**Routing congestion map**

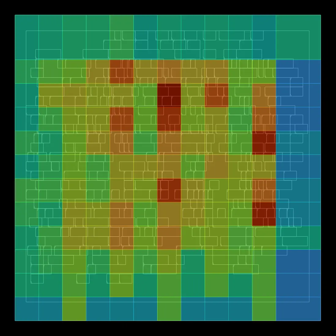
**Cell classes on the final placement**

Scale bar: 20 µm. Fill, decap, tap and diode cells in grey.
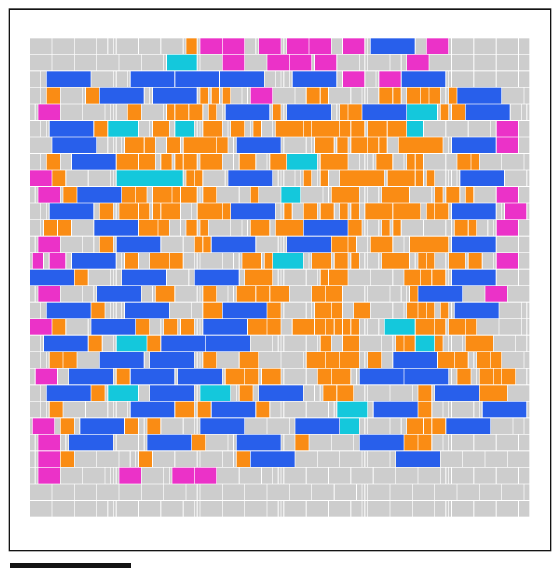
**Cell density map**

The die is cut into 9 by 9 equal tiles; black is low, pale yellow is high, 0 to 100% covered.
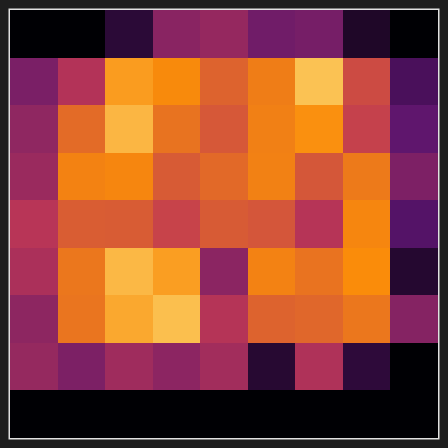
[config.mk]
export PLATFORM = sky130hd
export DESIGN_NAME = seg7_pattern_decoder
export DESIGN_NICKNAME = d
export VERILOG_FILES = /design/src/rtl/seg7_pattern_decoder.sv
export SDC_FILE = /design/constraint.sdc
export NUM_CORES = 1
export LEC_CHECK = 0
export CAP_MARGIN = 25
export CORE_MARGIN = 3
export CORE_UTILIZATION = 45
export CTS_CLUSTER_DIAMETER = 200
export DETAILED_ROUTE_END_ITERATION = 10
export MAX_ROUTING_LAYER = met4
export PLACE_DENSITY = 0.7
export SLEW_MARGIN = 15
export SYNTH_ARGS = -nofsm -noshare
export SYNTH_HDL_FRONTEND = slang
export SYNTH_SLANG_ARGS = --single-unit
[constraint.sdc]
create_clock -name clk -period 8.15 [get_ports clk]
set_clock_uncertainty 0.15 [all_clocks]
set_input_delay 1.63 -clock clk [delete_from_list [all_inputs] [get_ports clk]]
set_output_delay 1.63 -clock clk [all_outputs]
set_load 0.005 [all_outputs]
[src/rtl/seg7_pattern_decoder.sv]
// seg7_pattern_decoder: recovers two digit values from active-low 7-segment
// buses. Each bus is synchronised, must hold stable for STABLE_CYCLES samples,
// and is then checked against the legal glyph set before the outputs update.
// Build option: define SEG7_HEX_EN to accept the hex glyphs A..F (values
// 10..15) and publish bin as digit1*16 + digit0. Without it, bin is decimal.
//
// state  | meaning
// IDLE   | nothing has settled since reset; leave only on a sample change
// SETTLE | sample changed; counting consecutive identical samples
// HOLD   | current pattern evaluated; wait for the next change
module seg7_pattern_decoder #(
  parameter int STABLE_CYCLES = 4,
  parameter int SYNC_STAGES   = 2
) (
  input  logic       clk,
  input  logic       rst_n,
  input  logic [0:6] seg0_n,
  input  logic [0:6] seg1_n,
  output logic [3:0] digit0,
  output logic [3:0] digit1,
  output logic       blank0,
  output logic       blank1,
  output logic [7:0] bin,
  output logic       locked,
  output logic       upd_p,
  output logic       pat_err,
  output logic       err_p
);

  typedef enum logic [1:0] {IDLE, SETTLE, HOLD} state_t;

  localparam logic [8:0] STABLE_W = 9'(STABLE_CYCLES);

  // Result layout: {legal, blank, value[3:0]}; pattern bit 6 = a .. bit 0 = g.
  function automatic logic [5:0] decode(input logic [6:0] p);
    case (p)
      7'b1111110: decode = {2'b10, 4'd0};
      7'b0110000: decode = {2'b10, 4'd1};
      7'b1101101: decode = {2'b10, 4'd2};
      7'b1111001: decode = {2'b10, 4'd3};
      7'b0110011: decode = {2'b10, 4'd4};
      7'b1011011: decode = {2'b10, 4'd5};
      7'b1011111: decode = {2'b10, 4'd6};
      7'b1110000: decode = {2'b10, 4'd7};
      7'b1111111: decode = {2'b10, 4'd8};
      7'b1111011: decode = {2'b10, 4'd9};
      7'b0000000: decode = {2'b11, 4'd0};
`ifdef SEG7_HEX_EN
      7'b1110111: decode = {2'b10, 4'd10};
      7'b0011111: decode = {2'b10, 4'd11};
      7'b1001110: decode = {2'b10, 4'd12};
      7'b0111101: decode = {2'b10, 4'd13};
      7'b1001111: decode = {2'b10, 4'd14};
      7'b1000111: decode = {2'b10, 4'd15};
`endif
      default:    decode = 6'b000000;
    endcase
  endfunction

  logic [13:0] sync_q [SYNC_STAGES];
  logic [13:0] samp;
  logic [13:0] prev_q;
  state_t      state_q, state_d;
  logic [7:0]  cnt_q, cnt_d;
  logic [8:0]  cnt_inc;
  logic [5:0]  dec0, dec1;
  logic [3:0]  digit0_d, digit1_d;
  logic        blank0_d, blank1_d, locked_d, pat_err_d, upd_d, err_d;
  logic [7:0]  bin_d;

  assign samp    = sync_q[SYNC_STAGES-1];
  assign cnt_inc = {1'b0, cnt_q} + 9'd1;
  assign dec0    = decode(~samp[6:0]);
  assign dec1    = decode(~samp[13:7]);

  // Synchroniser chain plus the previous-sample register used for change detect.
  always_ff @(posedge clk) begin
    if (!rst_n) begin
      for (int i = 0; i < SYNC_STAGES; i++) sync_q[i] <= '1;
      prev_q <= '1;
    end else begin
      sync_q[0] <= {seg1_n, seg0_n};
      for (int i = 1; i < SYNC_STAGES; i++) sync_q[i] <= sync_q[i-1];
      prev_q <= samp;
    end
  end

  // State, stability counter and published outputs.
  always_ff @(posedge clk) begin
    if (!rst_n) begin
      state_q <= IDLE;
      cnt_q   <= '0;
      digit0  <= '0;
      digit1  <= '0;
      blank0  <= 1'b0;
      blank1  <= 1'b0;
      bin     <= '0;
      locked  <= 1'b0;
      pat_err <= 1'b0;
      upd_p   <= 1'b0;
      err_p   <= 1'b0;
    end else begin
      state_q <= state_d;
      cnt_q   <= cnt_d;
      digit0  <= digit0_d;
      digit1  <= digit1_d;
      blank0  <= blank0_d;
      blank1  <= blank1_d;
      bin     <= bin_d;
      locked  <= locked_d;
      pat_err <= pat_err_d;
      upd_p   <= upd_d;
      err_p   <= err_d;
    end
  end

  // Next-state logic; evaluation happens on the edge the count completes.
  always_comb begin
    state_d   = state_q;
    cnt_d     = cnt_q;
    digit0_d  = digit0;
    digit1_d  = digit1;
    blank0_d  = blank0;
    blank1_d  = blank1;
    bin_d     = bin;
    locked_d  = locked;
    pat_err_d = pat_err;
    upd_d     = 1'b0;
    err_d     = 1'b0;
    case (state_q)
      IDLE, HOLD: begin
        if (samp != prev_q) begin
          state_d = SETTLE;
          cnt_d   = 8'd1;
        end
      end
      SETTLE: begin
        if (samp != prev_q) begin
          cnt_d = 8'd1;
        end else if (cnt_inc >= STABLE_W) begin
          state_d = HOLD;
          cnt_d   = '0;
          if (dec0[5] && dec1[5]) begin
            digit0_d  = dec0[3:0];
            digit1_d  = dec1[3:0];
            blank0_d  = dec0[4];
            blank1_d  = dec1[4];
`ifdef SEG7_HEX_EN
            bin_d     = {dec1[3:0], dec0[3:0]};
`else
            bin_d     = ({4'd0, dec1[3:0]} << 3) + ({4'd0, dec1[3:0]} << 1)
                        + {4'd0, dec0[3:0]};
`endif
            locked_d  = 1'b1;
            pat_err_d = 1'b0;
            upd_d     = 1'b1;
          end else begin
            pat_err_d = 1'b1;
            err_d     = 1'b1;
          end
        end else begin
          cnt_d = cnt_inc[7:0];
        end
      end
      default: begin
        state_d = IDLE;
        cnt_d   = '0;
      end
    endcase
  end

endmodule

==> impl_metrics.json <==
{
  "synthesis.area_per_instance_um2": 9.55,
  "cpPeakStageDelay_ns": 0.53,
  "endpoint_kind": "flop",
  "grt_pass1_wl_mm": 8.98,
  "hold_start": "sync_q[0][3]",
  "critPathSlowestCell": "fa_1",
  "timing.max_cap.violations": 0,
  "rows": 29,
  "crit_path_start_kind": "flop",
  "final_net_count": 377,
  "yosysWarnings": 0,
  "cts_resized": 0,
  "fp_nets": 351,
  "path_clk_slew_ns": 0.08,
  "finalClockPeriodUsage": 0.387,
  "ios": 38,
  "die_w_um": 88.9,
  "ys_cells": 324,
  "wl_mm": 5.32,
  "required_ns": 8.20,
  "syn2layout_area_growth_pct": 17.4,
  "warning_count": 28,
  "critPathKind": "reg2reg",
  "path_common_cell": "inv_1",
  "arrival_ns": 3.21,
  "fp.dieH_um": 88.9,
  "cts_hold_buf": 0,
  "postRouteAntennaNets": 0,
  "synth-seq-area-share": 0.472,
  "place.gp.congestion": 0.876,
  "grt_max_degree": 68,
  "ys_seq_elements": 73,
  "fin_crit_ns": 3.16,
  "utilization": 0.559,
  "p_per_area_nw_per_um2": 194,
  "finalHoldViolations": 0,
  "maxSlewHeadroom": 0.550,
  "cts-root-buf": "clkbuf_8",
  "antenna_found_initial": 0,
  "drc": 0,
  "htreeDepth": 3,
  "status": "finished, final reports clean",
  "portBuffers": 37,
  "core_area_um2": 6490,
  "cts.path.max_buffers": 2,
  "path_cells": "and4b_1 > o21ai_0 > o31a_1 > inv_1 > fa_1 > inv_1 > fa_1 > inv_1 > a21o_1 > a21oi_1 > xor2_1 > o22ai_1",
  "wire_per_inst_um": 12.3,
  "grt_overflow": 0,
  "slew_violations": 0,
  "viasPerCell": 5.04,
  "hold_path.class": "reg2reg",
  "cts_tree": "yes",
  "num_antenna_cells": 0,
  "setup_viol": 0,
  "p_total_mw": 0.705,
  "flop_cell": "dfxtp_1",
  "power.leakage_nw": 1.46,
  "drive_gt1_frac": 0.0789,
  "synth_area_um2": 3090,
  "cts_made_buffers": 9,
  "cp.buffers_inverters": 3,
  "fmax_mhz": 317,
  "cts_setup_buffers": 0,
  "crit_fanout": 10,
  "syn_inst": 324,
  "num_vias": 2176,
  "crit_start": "sync_q[0][26]",
  "drt_pass1_iterations": 4,
  "timing.rr.start": "sync_q[0][26]",
  "ys_area_um2": 3090,
  "tightest_slew_ns": 0.674,
  "first_global_vias": 1997,
  "tns_ns": 0,
  "holdWs_ns": 0.258,
  "drt_iter0_markers": 77,
  "peakVddDrop_mv": 0.135,
  "cpLargestDelayFamily": "adder cells",
  "postSynth.asyncResetShare": 0,
  "grt_use_total": 0.153,
  "initCoreUtil": 0.476,
  "hpwlAfterDp_mm": 3.57,
  "edf_count": 0,
  "rsz0062_at_grt": "no",
  "clock_latency_ns": 0.35,
  "clock_sinks": 73,
  "die_area_um2": 7900,
  "synth_cell_types": 48
}
Back to the opening pictures, 'routing congestion map':
met1 Track Usage GR: 0.182
met3 usage: 0.0571

Back to the opening pictures, 'cell classes on the final placement':
Key: blue = flip-flops [cells 73]; cyan = clock drivers and dummy loads [cells 16]; magenta = other buffers and delay cells [cells 38]; orange = all other logic [cells 228]

Back to the opening pictures, 'cell density map':
The mean over all tiles is 45%. The emptiest ninth of the die: south-east. 9.9% of the tiles are over 75% full. 16% of the tiles are nearly empty. The fullest tile reaches 87%.

## cell type report
type	instances	area (µm²)
clock buffer	10	138
clock inverter	6	72.6
fill	584	2860
inverter	16	60.1
multi-input combinational	212	1430
sequential	73	1460
tap	77	96.3
timing repair buffer	38	373
## registers in the layout, summed over array words and instances (netlist names)
name / flops
digit1: 4
cnt_q: 8
err_p: 1
state_q: 2
bin: 7
blank1: 1
blank0: 1
locked: 1
prev_q: 14
pat_err: 1
upd_p: 1
sync_q: 28
digit0: 4
## report_power, final
| group | internal, mW | leakage, nW | switching (mW) |
|---|---|---|---|
| Clock | 0.153 | 0.103 | 0.139 |
| Combinational | 0.0218 | 0.758 | 0.0168 |
| Sequential | 0.365 | 0.597 | 0.00883 |
| Total | 0.540 | 1.46 | 0.165 |
## per-layer routing
metal	vias up	global-route usage	wire length, µm
li1	1123	-	-
met1	1005	0.182	2480
met2	37	0.233	2510
met3	11	0.0571	229
met4	0	0.0604	97
met5	-	-	0
## cell usage in the layout (no fill, tap or decap), types with 2 or more instances in the layout
master	synthesis	final
dfxtp_1	73	73
nand2b_1	43	43
clkdlybuf4s50_1	0	36
nand2_1	32	32
inv_1	16	16
o22ai_1	15	15
xnor2_1	14	14
nor2_1	11	11
clkbuf_8	0	10
ha_1	9	9
and2_1	8	8
o21ai_0	6	6
a21oi_1	6	6
nor3_1	5	5
xor2_1	5	5
nand3_1	4	4
o21a_1	4	4
and3_1	4	4
nand4_1	4	4
nor2b_1	4	4
a21o_1	3	3
nor3b_1	3	3
or3_1	2	2
or3b_2	2	2
nand3b_1	2	2
o31a_1	2	2
or4_1	2	2
a211o_1	2	2
o22ai_2	2	2
fa_1	2	2
clkinv_4	0	2
inv_6	0	2
## path summary, 6_finish.rpt
| path | endpoint | slack [ns] | cells past startpoint |
|---|---|---|---|
| max reg2reg | bin[6] | 4.99 | 12 |
| min | sync_q[0][17] | 0.26 | 1 |
| max | bin[6] | 4.99 | 12 |
| min reg2reg | sync_q[0][17] | 0.26 | 1 |
## cells in the mapped netlist (7+ instances only)
library cell / count / area [µm²]
dfxtp_1: 73 / 1460
nand2b_1: 43 / 269
o22ai_1: 15 / 93.8
inv_1: 16 / 60.1
nand2_1: 32 / 120
xnor2_1: 14 / 123
ha_1: 9 / 113
nor2_1: 11 / 41.3
and2_1: 8 / 50.1
buf_2: 7 / 35.0
clkbuf_1: 8 / 30.0
## metrics by stage
stage               instances  instance area, µm²  setup WS (ns)
floorplan                 324                3090           5.28
global route              432                3630           4.77
global placement          416                3420           5.06
detailed placement        416                3420           5.00
finish                    432                3630           4.99
CTS                       432                3630           5.01
## cells by family after synthesis
| logic type | share of synthesized area |
|---|---|
| simple gates | 0.255 |
| buf+inv | 0.0647 |
| flops | 0.472 |
| fa+ha+maj | 0.0494 |
| xor+xnor | 0.0538 |
| compound gates | 0.104 |
No activity file was given, so power comes from the tool's default toggle rates.
